[src/rtl/wb_stage.sv]
`default_nettype none
// ============================================================================
//  wb_stage : writeback merge of ALU results and extended loads into one
//             registered register-file write per cycle.   Rev 1.0
// ============================================================================
module wb_stage #(
   parameter int XLEN     = 32,
   parameter int LQ_DEPTH = 2
) (
   input  logic                        clk,
   input  logic                        rst,
   input  logic                        alu_valid_i,
   output logic                        alu_ready_o,
   input  logic [4:0]                  alu_rd_i,
   input  logic [XLEN-1:0]             alu_data_i,
   input  logic                        ld_valid_i,
   output logic                        ld_ready_o,
   input  logic [4:0]                  ld_rd_i,
   input  logic [2:0]                  ld_funct3_i,
   input  logic [1:0]                  ld_addr_lo_i,
   input  logic [XLEN-1:0]             ld_data_i,
   output logic                        wr_en_o,
   output logic [4:0]                  rd_addr_o,
   output logic [XLEN-1:0]             rd_data_o,
   output logic [$clog2(LQ_DEPTH):0]   ld_count_o
);

   localparam int c_ptr_w = $clog2(LQ_DEPTH);
   localparam int c_cnt_w = c_ptr_w + 1;
   localparam logic [c_cnt_w-1:0] c_full = c_cnt_w'(LQ_DEPTH);

   logic [c_cnt_w-1:0] r_count;
   logic [c_ptr_w-1:0] r_wr_ptr;
   logic [c_ptr_w-1:0] r_rd_ptr;
   logic [4:0]         r_q_rd   [LQ_DEPTH];
   logic [XLEN-1:0]    r_q_data [LQ_DEPTH];
   logic               r_wr_en;
   logic [4:0]         r_rd_addr;
   logic [XLEN-1:0]    r_rd_data;

   logic               w_full;
   logic               w_empty;
   logic               w_ld_acc;
   logic [7:0]         w_byte;
   logic [15:0]        w_half;
   logic [XLEN-1:0]    w_ld_ext;
   logic               w_sel_valid;
   logic [4:0]         w_sel_rd;
   logic [XLEN-1:0]    w_sel_data;
   logic               w_push;
   logic               w_pop;

   assign w_full      = (r_count == c_full);
   assign w_empty     = (r_count == '0);
   assign ld_ready_o  = !rst && (r_count < c_full);
   assign alu_ready_o = !rst && !w_full;
   assign w_ld_acc    = ld_valid_i && ld_ready_o;

   assign w_byte = ld_data_i[{ld_addr_lo_i, 3'b000} +: 8];
   assign w_half = ld_data_i[{ld_addr_lo_i[1], 4'b0000} +: 16];

   always_comb begin
      w_ld_ext = ld_data_i;
      case (ld_funct3_i)
         3'b000:  w_ld_ext = {{(XLEN-8){w_byte[7]}}, w_byte};
         3'b100:  w_ld_ext = {{(XLEN-8){1'b0}}, w_byte};
         3'b001:  w_ld_ext = {{(XLEN-16){w_half[15]}}, w_half};
         3'b101:  w_ld_ext = {{(XLEN-16){1'b0}}, w_half};
         default: w_ld_ext = ld_data_i;
      endcase
   end

   // A full buffer always drains first; otherwise the ALU owns the port and
   // loads queue behind it, with an empty buffer letting a load bypass.
   always_comb begin
      w_sel_valid = 1'b0;
      w_sel_rd    = 5'd0;
      w_sel_data  = '0;
      w_push      = 1'b0;
      w_pop       = 1'b0;
      if (w_full) begin
         w_pop       = 1'b1;
         w_sel_valid = 1'b1;
         w_sel_rd    = r_q_rd[r_rd_ptr];
         w_sel_data  = r_q_data[r_rd_ptr];
      end else if (alu_valid_i) begin
         w_sel_valid = 1'b1;
         w_sel_rd    = alu_rd_i;
         w_sel_data  = alu_data_i;
         w_push      = w_ld_acc;
      end else if (!w_empty) begin
         w_pop       = 1'b1;
         w_sel_valid = 1'b1;
         w_sel_rd    = r_q_rd[r_rd_ptr];
         w_sel_data  = r_q_data[r_rd_ptr];
         w_push      = w_ld_acc;
      end else if (w_ld_acc) begin
         w_sel_valid = 1'b1;
         w_sel_rd    = ld_rd_i;
         w_sel_data  = w_ld_ext;
      end
   end

   always_ff @(posedge clk or posedge rst) begin
      if (rst) begin
         r_count   <= '0;
         r_wr_ptr  <= '0;
         r_rd_ptr  <= '0;
         r_wr_en   <= 1'b0;
         r_rd_addr <= 5'd0;
         r_rd_data <= '0;
      end else begin
         if (w_push) r_wr_ptr <= r_wr_ptr + 1'b1;
         if (w_pop)  r_rd_ptr <= r_rd_ptr + 1'b1;
         r_count <= r_count + c_cnt_w'(w_push) - c_cnt_w'(w_pop);
         // x0 writes are consumed but never asserted to the register file.
         r_wr_en <= w_sel_valid && (w_sel_rd != 5'd0);
         if (w_sel_valid) begin
            r_rd_addr <= w_sel_rd;
            r_rd_data <= w_sel_data;
         end
      end
   end

   always_ff @(posedge clk) begin
      if (w_push) begin
         r_q_rd[r_wr_ptr]   <= ld_rd_i;
         r_q_data[r_wr_ptr] <= w_ld_ext;
      end
   end

   assign wr_en_o    = r_wr_en;
   assign rd_addr_o  = r_rd_addr;
   assign rd_data_o  = r_rd_data;
   assign ld_count_o = r_count;

endmodule
`default_nettype wire

[config.mk]
export PLATFORM = sky130hd
export DESIGN_NAME = wb_stage
export DESIGN_NICKNAME = d
export VERILOG_FILES = /design/src/rtl/wb_stage.sv
export SDC_FILE = /design/constraint.sdc
export NUM_CORES = 1
export LEC_CHECK = 0
export CORE_UTILIZATION = 35
export DETAILED_ROUTE_END_ITERATION = 10
export GPL_TIMING_DRIVEN = 0
export PLACE_DENSITY = 0.69
export SYNTH_ARGS = -nofsm -noshare
export SYNTH_HDL_FRONTEND = slang
export SYNTH_SLANG_ARGS = --single-unit
[constraint.sdc]
create_clock -name clk -period 3.3 [get_ports clk]
set_clock_uncertainty 0.15 [all_clocks]
set_input_delay 0.66 -clock clk [delete_from_list [all_inputs] [get_ports clk]]
set_output_delay 0.66 -clock clk [all_outputs]
set_load 0.005 [all_outputs]
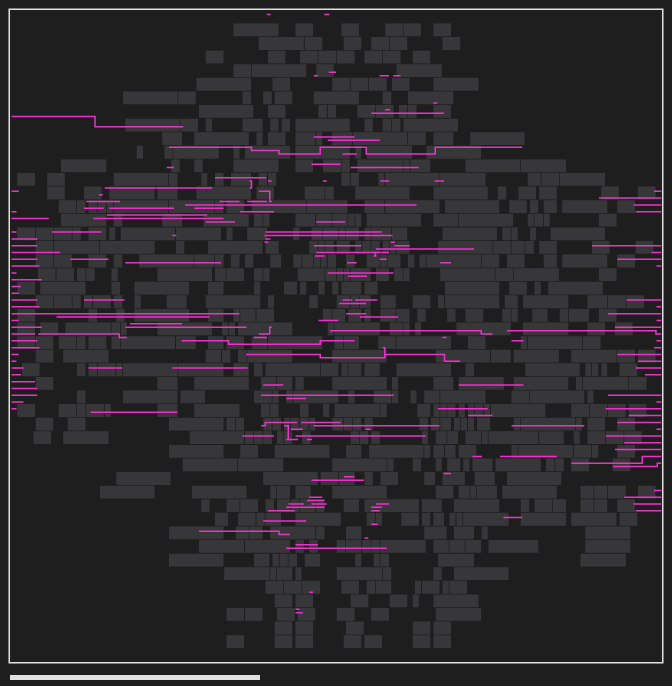
Fig. 1. Met3 routing (run 1).
The bar under the picture is 50 µm long. Cells faint in the background.
The layer carries 1440 µm of wire. 134 nets have wire on it. The wires run mostly horizontal. The longest straight run is 46.0 µm. The layer holds 8.0% of the routed length.

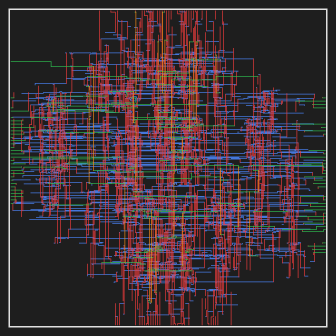
Fig. 2. Wiring by layer (run 1).
Key: red = M2 [wire length 8510 µm]; green = M3 [wire length 1440 µm]; blue = M1 [wire length 7340 µm]; orange = M4 [wire length 702 µm]

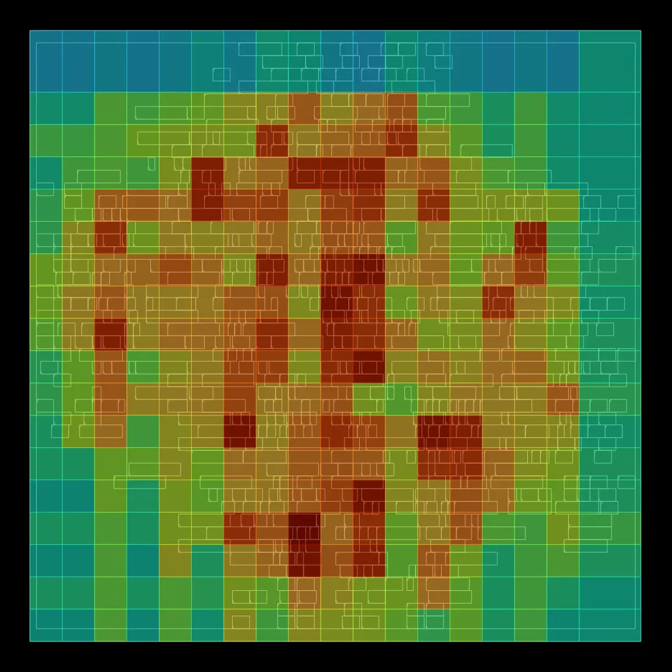
Fig. 3. Congestion heat map (run 1).
grt met3 use: 5.37%
average routed wire per standard cell: 20.5 µm
overall fraction of global-route tracks in use: 21.8%
most utilized layer in the global route result: met2
final standard cell utilization of the core: 49.9%

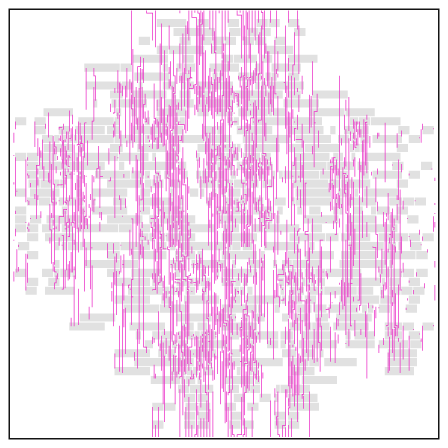
Fig. 4. Signal wires on met2 (run 1).
Cells faint in the background.
670 nets have wire on it. The layer holds 47% of the routed length. The wires run mostly vertical. The longest straight run is 62.2 µm. The layer carries 8510 µm of wire.
GR Util met2: 35.1%
total wire length: 18.0 mm
routed vias: 5038

run 1: where the power goes:
part	switching, mW	internal, mW
Sequential	0.201	1.92
Clock	0.640	1.39
Combinational	1.14	1.15
Total	1.98	4.46
run 1: layout make-up:
| type | instances | area, µm² |
|---|---|---|
| Fill cell | 1426 | 8010 |
| Multi-Input combinational cell | 329 | 2260 |
| Clock buffer | 21 | 470 |
| Timing Repair Buffer | 123 | 1280 |
| Sequential cell | 116 | 3270 |
| Inverter | 25 | 93.8 |
| Clock inverter | 11 | 179 |
| Tap cell | 216 | 270 |
| Buffer | 35 | 165 |
run 1: registers in the layout (all words and copies together), names as in the netlist:
register and count:
r_q_data 64, rd_data_o 32, r_q_rd 10, rd_addr_o 5
ld_count_o 2, r_rd_ptr 1, r_wr_ptr 1, wr_en_o 1
run 1: logic make-up (layout without fill, tap and decap cells):
| kind of cell | after synthesis | in the layout | share of synthesized area (%) |
|---|---|---|---|
| and+or+nand+nor | 88 | 88 | 7.00 |
| adders and majority gates | 2 | 2 | 0.433 |
| xor gates and xnor gates | 4 | 4 | 0.607 |
| muxes | 46 | 46 | 8.73 |
| buffers and inverters | 60 | 215 | 4.48 |
| DFF | 116 | 116 | 56.7 |
| AOI/OAI and AO/OA | 189 | 189 | 22.1 |
run 1: per-layer routing:
layer,vias to the layer above,wire length (µm)
li1,2228,-
met1,2485,7340
met2,269,8510
met3,56,1440
met4,0,702
met5,-,0
run 1: worst min-delay path, stage by stage, from the launching register on:
cell and delay (ns):
sky130_fd_sc_hd__dfrtp_1 0.34, sky130_fd_sc_hd__nand2_1 0.05, sky130_fd_sc_hd__nand2_1 0.05
==> reports/qor.log, run 1 <==
INFO  layout         layout.cell_area.non_filler=7990µm²
INFO  yosys          post_synthesis_cell_count=505
INFO  yosys          post-synth-top-area-cell=sky130_fd_sc_hd__edfxtp_1
INFO  critical_path  crit_arrival=3.16ns
INFO  layout         final_layout_size_suffix_gt1_share=12.9%
INFO  clock_tree     cts.sinks=116
INFO  drt            drt_iter0_markers=520
INFO  sta            grt_setup_unrepaired=false
INFO  global_routing grt-ovfl-total=0
INFO  global_routing grt_max_degree=26
INFO  layout         layoutNonFillerInstCount=876
INFO  global_routing grt_first_pass_wirelength=27.0mm
INFO  critical_path  crit_path_cell_trace=clkdlybuf4s50_1 -> nor2b_1 -> nor4_1 -> clkbuf_1 -> a222oi_1 -> o21ai_1
INFO  yosys          yosysUniqueCellTypes=52
INFO  yosys          synth-async-reset-ratio=36.2%
INFO  yosys          ys.flops=116
INFO  sta            post-route-min-period=2.96ns
INFO  yosys          synthesis.yosys.warnings=0
INFO  clock_tree     post_cts_buffers=0
INFO  yosys          ys_seq_share=56.7%
INFO  layout         antenna_cells=0
INFO  outcome        run_status=finished clean
INFO  clock_tree     h-tree-depth=4
INFO  drt            firstDrtPassIters=5
INFO  critical_path  required_time_worst_endpoint=3.49ns
INFO  power          power_per_cell_area=806nW/µm²
INFO  critical_path  r2r_end=ld_count_o[1]
INFO  place          io_buffers=120
INFO  yosys          syn_nets=590
INFO  yosys          yosysMostFrequentCell=sky130_fd_sc_hd__edfxtp_1
INFO  worst_hold_path worst_hold_startpoint=rd_addr_o[4]
INFO  clock_tree     tritoncts=yes
INFO  worst_hold_path whs_endpoint=rd_addr_o[4]
INFO  die            design.portCount=125
INFO  critical_path  cp_top_family=buffers and inverters
INFO  yosys          syn-mean-instance-area=11.4µm²
INFO  critical_path  ff2ff_path_depth=11
INFO  job            maxCapViolCount=0
INFO  job            count_of_tool_warnings=27
INFO  die            floorplan.die_area=17000µm²
INFO  sta            timing.hold.ws=0.324ns
INFO  critical_path  path_max_fanout=10
INFO  yosys          synth.top_cells.by_area=sky130_fd_sc_hd__edfxtp_1 38%, sky130_fd_sc_hd__dfrtp_1 18%, sky130_fd_sc_hd__o21ai_0 5.5%, sky130_fd_sc_hd__mux2_2 4.9%, sky130_fd_sc_hd__mux2i_1 3.5%
INFO  layout         commonest_cells_after_routing_fill_and_taps_aside=120 x sky130_fd_sc_hd__clkdlybuf4s50_1, 74 x sky130_fd_sc_hd__edfxtp_1, 63 x sky130_fd_sc_hd__o21ai_0, 42 x sky130_fd_sc_hd__dfrtp_1, 37 x sky130_fd_sc_hd__nand2_1
INFO  sta            relSlewSlack=23.4%
INFO  drt            post_drt_via_cell_ratio=5.75
INFO  layout         fin_nets=732
INFO  sta            timing.final.crit_share=89.8%
INFO  yosys          synth_largest_type_area_fraction=38.5%
INFO  sta            setup-tns-final=0ns
INFO  yosys          yosys.stat.chipArea=5780µm²
INFO  sta            post-route-worst-setup-slack=0.336ns
INFO  die            fp_util=36.1%
INFO  sta            tightest_slew=1.14ns
INFO  critical_path  critical_path_cell_count=6
INFO  power          ir_worst_vdd=0.000449V
INFO  clock_tree     path_clk_slew=0.05ns
INFO  place          post-dp-hpwl=13.1mm
INFO  clock_tree     cts_inserted_buffers=17
INFO  die            core_region_area=16000µm²
INFO  layout         layout.cells.most_common=sky130_fd_sc_hd__clkdlybuf4s50_1
INFO  global_routing globalRouteMet1Util=27.0%
INFO  critical_path  regToRegStartpoint=ld_count_o[0]
INFO  die            fp-row-count=46
INFO  sta            drv_slew=0
INFO  sta            clock.fmax=0.337GHz
INFO  layout         area_growth_syn_to_layout=38.3%
INFO  critical_path  endpoint_of_the_worst_setup_timing_path=rd_data_o[23]
INFO  place          placement.setup.worst_slack=0.00719ns
INFO  yosys          enable_flop_cells=74
INFO  critical_path  cp_slowest_cell=sky130_fd_sc_hd__nor4_1
INFO  worst_hold_path hold_path_depth=2
Fig. 5: run 1, clock distribution
The bar under the picture is 50 µm long.
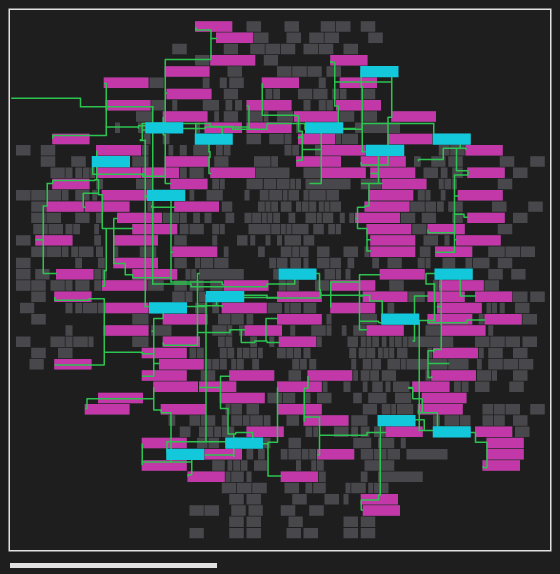

==> run 2: changes to the inputs <==
--- a/config.mk
+++ b/config.mk
@@ -5,10 +5,10 @@
 export SDC_FILE = /design/constraint.sdc
 export NUM_CORES = 1
 export LEC_CHECK = 0
-export CORE_UTILIZATION = 35
+export CORE_UTILIZATION = 46
 export DETAILED_ROUTE_END_ITERATION = 10
 export GPL_TIMING_DRIVEN = 0
-export PLACE_DENSITY = 0.69
+export PLACE_DENSITY = 0.84
 export SYNTH_ARGS = -nofsm -noshare
 export SYNTH_HDL_FRONTEND = slang
 export SYNTH_SLANG_ARGS = --single-unit
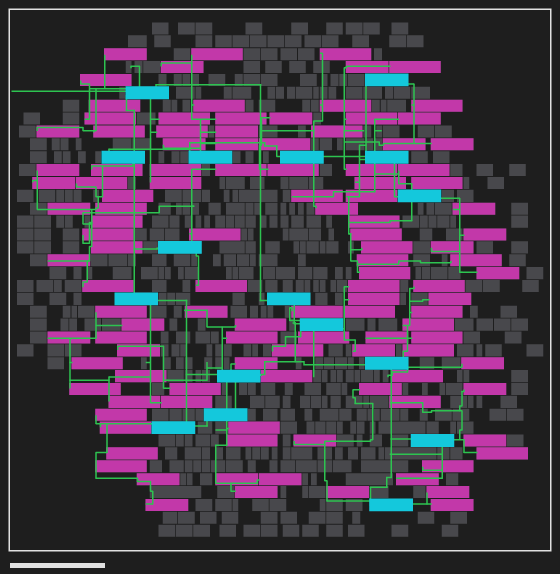
Fig. 6. Clock distribution (run 2).
The bar under the picture is 20 µm long.
Key: green = clock wires [length 1510 µm]; cyan = clock-net drivers [count 17]; magenta = flip-flops [count 116]
Position of the flops: widely spread.
clk_lat worst skew: 0.42 ns
share of power burned in the clock network: 28.3%
Power Clock: 1.74 mW

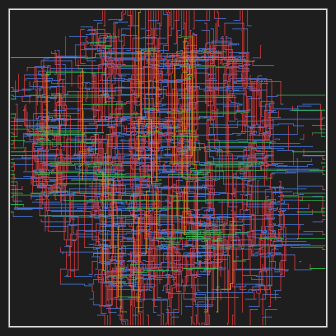
Fig. 7. Wiring by layer (run 2).
Key: orange = M4 [wire length 962 µm]; red = M2 [wire length 8500 µm]; green = M3 [wire length 1860 µm]; blue = M1 [wire length 6620 µm]

==> run 2 against run 1 <==
  * Combinational power about the same
  * Flip-flop count unchanged
  * Sequential share of layout area up 0.78 points
  * Sequential power about the same
==> reports/qor.log, run 2 <==
INFO  layout         commonest_cells_after_routing_fill_and_taps_aside=120 x sky130_fd_sc_hd__clkdlybuf4s50_1, 74 x sky130_fd_sc_hd__edfxtp_1, 63 x sky130_fd_sc_hd__o21ai_0, 42 x sky130_fd_sc_hd__dfrtp_1, 37 x sky130_fd_sc_hd__nand2_1
INFO  power          power_per_cell_area=786nW/µm² [-2.5%]
INFO  die            floorplan.die_area=13000µm² [-24%]
INFO  global_routing grt-ovfl-total=0 [unchanged]
INFO  critical_path  required_time_worst_endpoint=3.47ns [-0.02 ns]
INFO  layout         largest_register_ffs=64 [unchanged]
INFO  layout         registers.top_by_ff_count=r_q_data
INFO  yosys          yosys.stat.chipArea=5780µm² [unchanged]
INFO  layout         fin_nets=732 [unchanged]
INFO  die            core_region_area=12100µm² [-24%]
INFO  layout         fillcell_total=931 [-35%]
INFO  yosys          enable_flop_cells=74 [unchanged]
INFO  yosys          synth.top_cells.by_area=sky130_fd_sc_hd__edfxtp_1 38%, sky130_fd_sc_hd__dfrtp_1 18%, sky130_fd_sc_hd__o21ai_0 5.5%, sky130_fd_sc_hd__mux2_2 4.9%, sky130_fd_sc_hd__mux2i_1 3.5%
INFO  sta            timing.final.crit_share=93.0% [+3.2 points]
INFO  drt            vias=5135 [+1.9%]
INFO  critical_path  r2r_end=ld_count_o[1]
INFO  sta            relSlewSlack=13.7% [-9.7 points]
INFO  yosys          yosysMostFrequentCell=sky130_fd_sc_hd__edfxtp_1
INFO  critical_path  regToRegStartpoint=ld_count_o[0]
INFO  place          post-dp-hpwl=12.5mm [-4.1%]
INFO  sta            tightest_slew=1.28ns [+0.144 ns]
INFO  yosys          post_synthesis_cell_count=505 [unchanged]
INFO  critical_path  endpoint_of_the_worst_setup_timing_path=rd_data_o[21]
INFO  worst_hold_path whs_endpoint=rd_addr_o[1]
INFO  die            fp_util=47.7% [+12 points]
INFO  layout         layout.area.comb=2260µm² [unchanged]
INFO  global_routing grt_first_pass_wirelength=27.5mm [+2.0%]
INFO  drt            drt_iter0_markers=652 [+25%]
INFO  job            count_of_tool_warnings=27 [unchanged]
INFO  layout         final_layout_size_suffix_gt1_share=12.6% [-0.30 points]
INFO  clock_tree     cts.sinks=116 [unchanged]
INFO  global_routing grt_util_all_layers=28.5% [+6.8 points]
INFO  layout         antenna_cells=0 [unchanged]
INFO  layout         layoutNonFillerInstCount=828 [-5.5%]
INFO  clock_tree     path_clk_slew=0.05ns [about the same]
INFO  power          ir_worst_vdd=0.000402V [-11%]
INFO  yosys          synthesis.yosys.warnings=0 [unchanged]
INFO  drt            firstDrtPassIters=6 [+1]
INFO  sta            drv_slew=0 [unchanged]
INFO  die            design.portCount=125 [unchanged]
INFO  sta            clock.fmax=0.326GHz [-3.4%]
INFO  clock_tree     cts_inserted_buffers=17 [unchanged]
INFO  outcome        run_status=finished clean
INFO  global_routing grt_max_degree=24 [-7.7%]
INFO  critical_path  crit_arrival=3.24ns [+0.08 ns]
INFO  critical_path  criticalPathCategory=input pin to flop
INFO  sta            report.final.setup_viol=0
INFO  yosys          syn-mean-instance-area=11.4µm² [unchanged]
INFO  clock_tree     h-tree-depth=4 [unchanged]
INFO  yosys          post-synth-top-area-cell=sky130_fd_sc_hd__edfxtp_1
INFO  critical_path  path_max_fanout=10 [unchanged]
INFO  yosys          yosysUniqueCellTypes=52 [unchanged]
INFO  clock_tree     post_cts_buffers=0 [unchanged]
INFO  drt            post_drt_via_cell_ratio=6.20 [+7.8%]
INFO  yosys          synth-async-reset-ratio=36.2% [unchanged]
INFO  worst_hold_path hold_path_depth=1 [-1]
INFO  job            maxCapViolCount=0 [unchanged]
INFO  clock_tree     tritoncts=yes
INFO  layout         sequential_cell_area=3270µm² [unchanged]
INFO  worst_hold_path worst_hold_startpoint=rd_addr_o[1]
INFO  yosys          ys.flops=116 [unchanged]
INFO  sta            grt_setup_unrepaired=false
INFO  critical_path  ff2ff_path_depth=11 [unchanged]
INFO  die            fp-row-count=40 [-13%]
INFO  place          io_buffers=120 [unchanged]
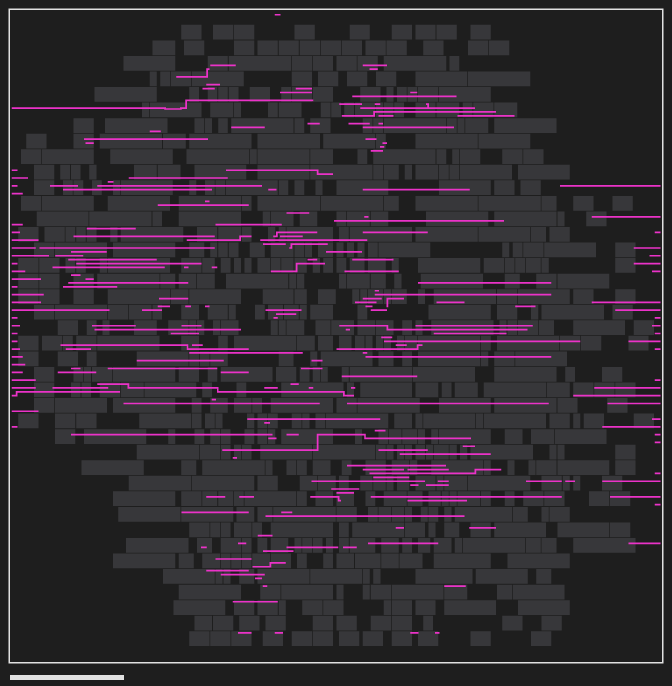
Fig. 8. Met3 routing (run 2).
The bar under the picture is 20 µm long. Cells faint in the background.
The longest straight run is 35.0 µm. The layer holds 10% of the routed length. The wires run mostly horizontal. The layer carries 1860 µm of wire. 159 nets have wire on it.
grt met3 use: 6.35%
total wire length: 17.9 mm

[run 2: power by group]
group | internal [mW] | total (mW) | switching (mW)
clock network | 1.10 | 1.74 | 0.641
registers | 1.92 | 2.12 | 0.201
logic | 1.15 | 2.30 | 1.15
[run 2: critical path, cell delays in order]
cell	delay (ns)
sky130_fd_sc_hd__clkdlybuf4s50_1	0.59
sky130_fd_sc_hd__nor2b_1	0.11
sky130_fd_sc_hd__nor4_1	0.98
sky130_fd_sc_hd__clkbuf_1	0.56
sky130_fd_sc_hd__a222oi_1	0.20
sky130_fd_sc_hd__o21ai_0	0.14
[run 2: cell families after synthesis]
| group | share of synthesized area, % |
|---|---|
| buf+inv | 4.48 |
| compound gates | 22.1 |
| fa+ha+maj | 0.433 |
| flops | 56.7 |
| xor+xnor | 0.607 |
| simple gates | 7.00 |
| mux | 8.73 |
[run 2: per-stage QoR]
step                      area [µm²]  worst slack, ns  TNS (ns)  power (mW)  hold WS (ns)
after floorplan                 5780           -0.276    -20.46        3.31         0.318
after global placement          7190            -1.67   -123.53        4.27         0.312
after detailed placement        7280          -0.0375    -0.795        4.38         0.323
after CTS                       7840            0.387         0        6.14         0.336
after global routing            7840            0.226         0        6.44         0.368
final                           7840            0.231         0        6.16         0.331
[run 2: area by class of cell]
type / instances / share of cell area, %
clock inverter: 11 / 1.44
inverter: 25 / 1.20
timing repair buffer: 123 / 16.4
buffer: 35 / 2.11
clock buffer: 21 / 5.62
tap: 168 / 2.68
multi-input combinational: 329 / 28.8
sequential: 116 / 41.8
[run 2: per-layer routing]
metal,share of wire (%),up-vias,track usage [%]
met3,10,87,6.35
li1,-,2227,-
met2,47,361,45.8
met4,5.4,0,19.2
met5,0,-,0
met1,37,2460,34.6
No activity file was given, so power comes from the tool's default toggle rates.
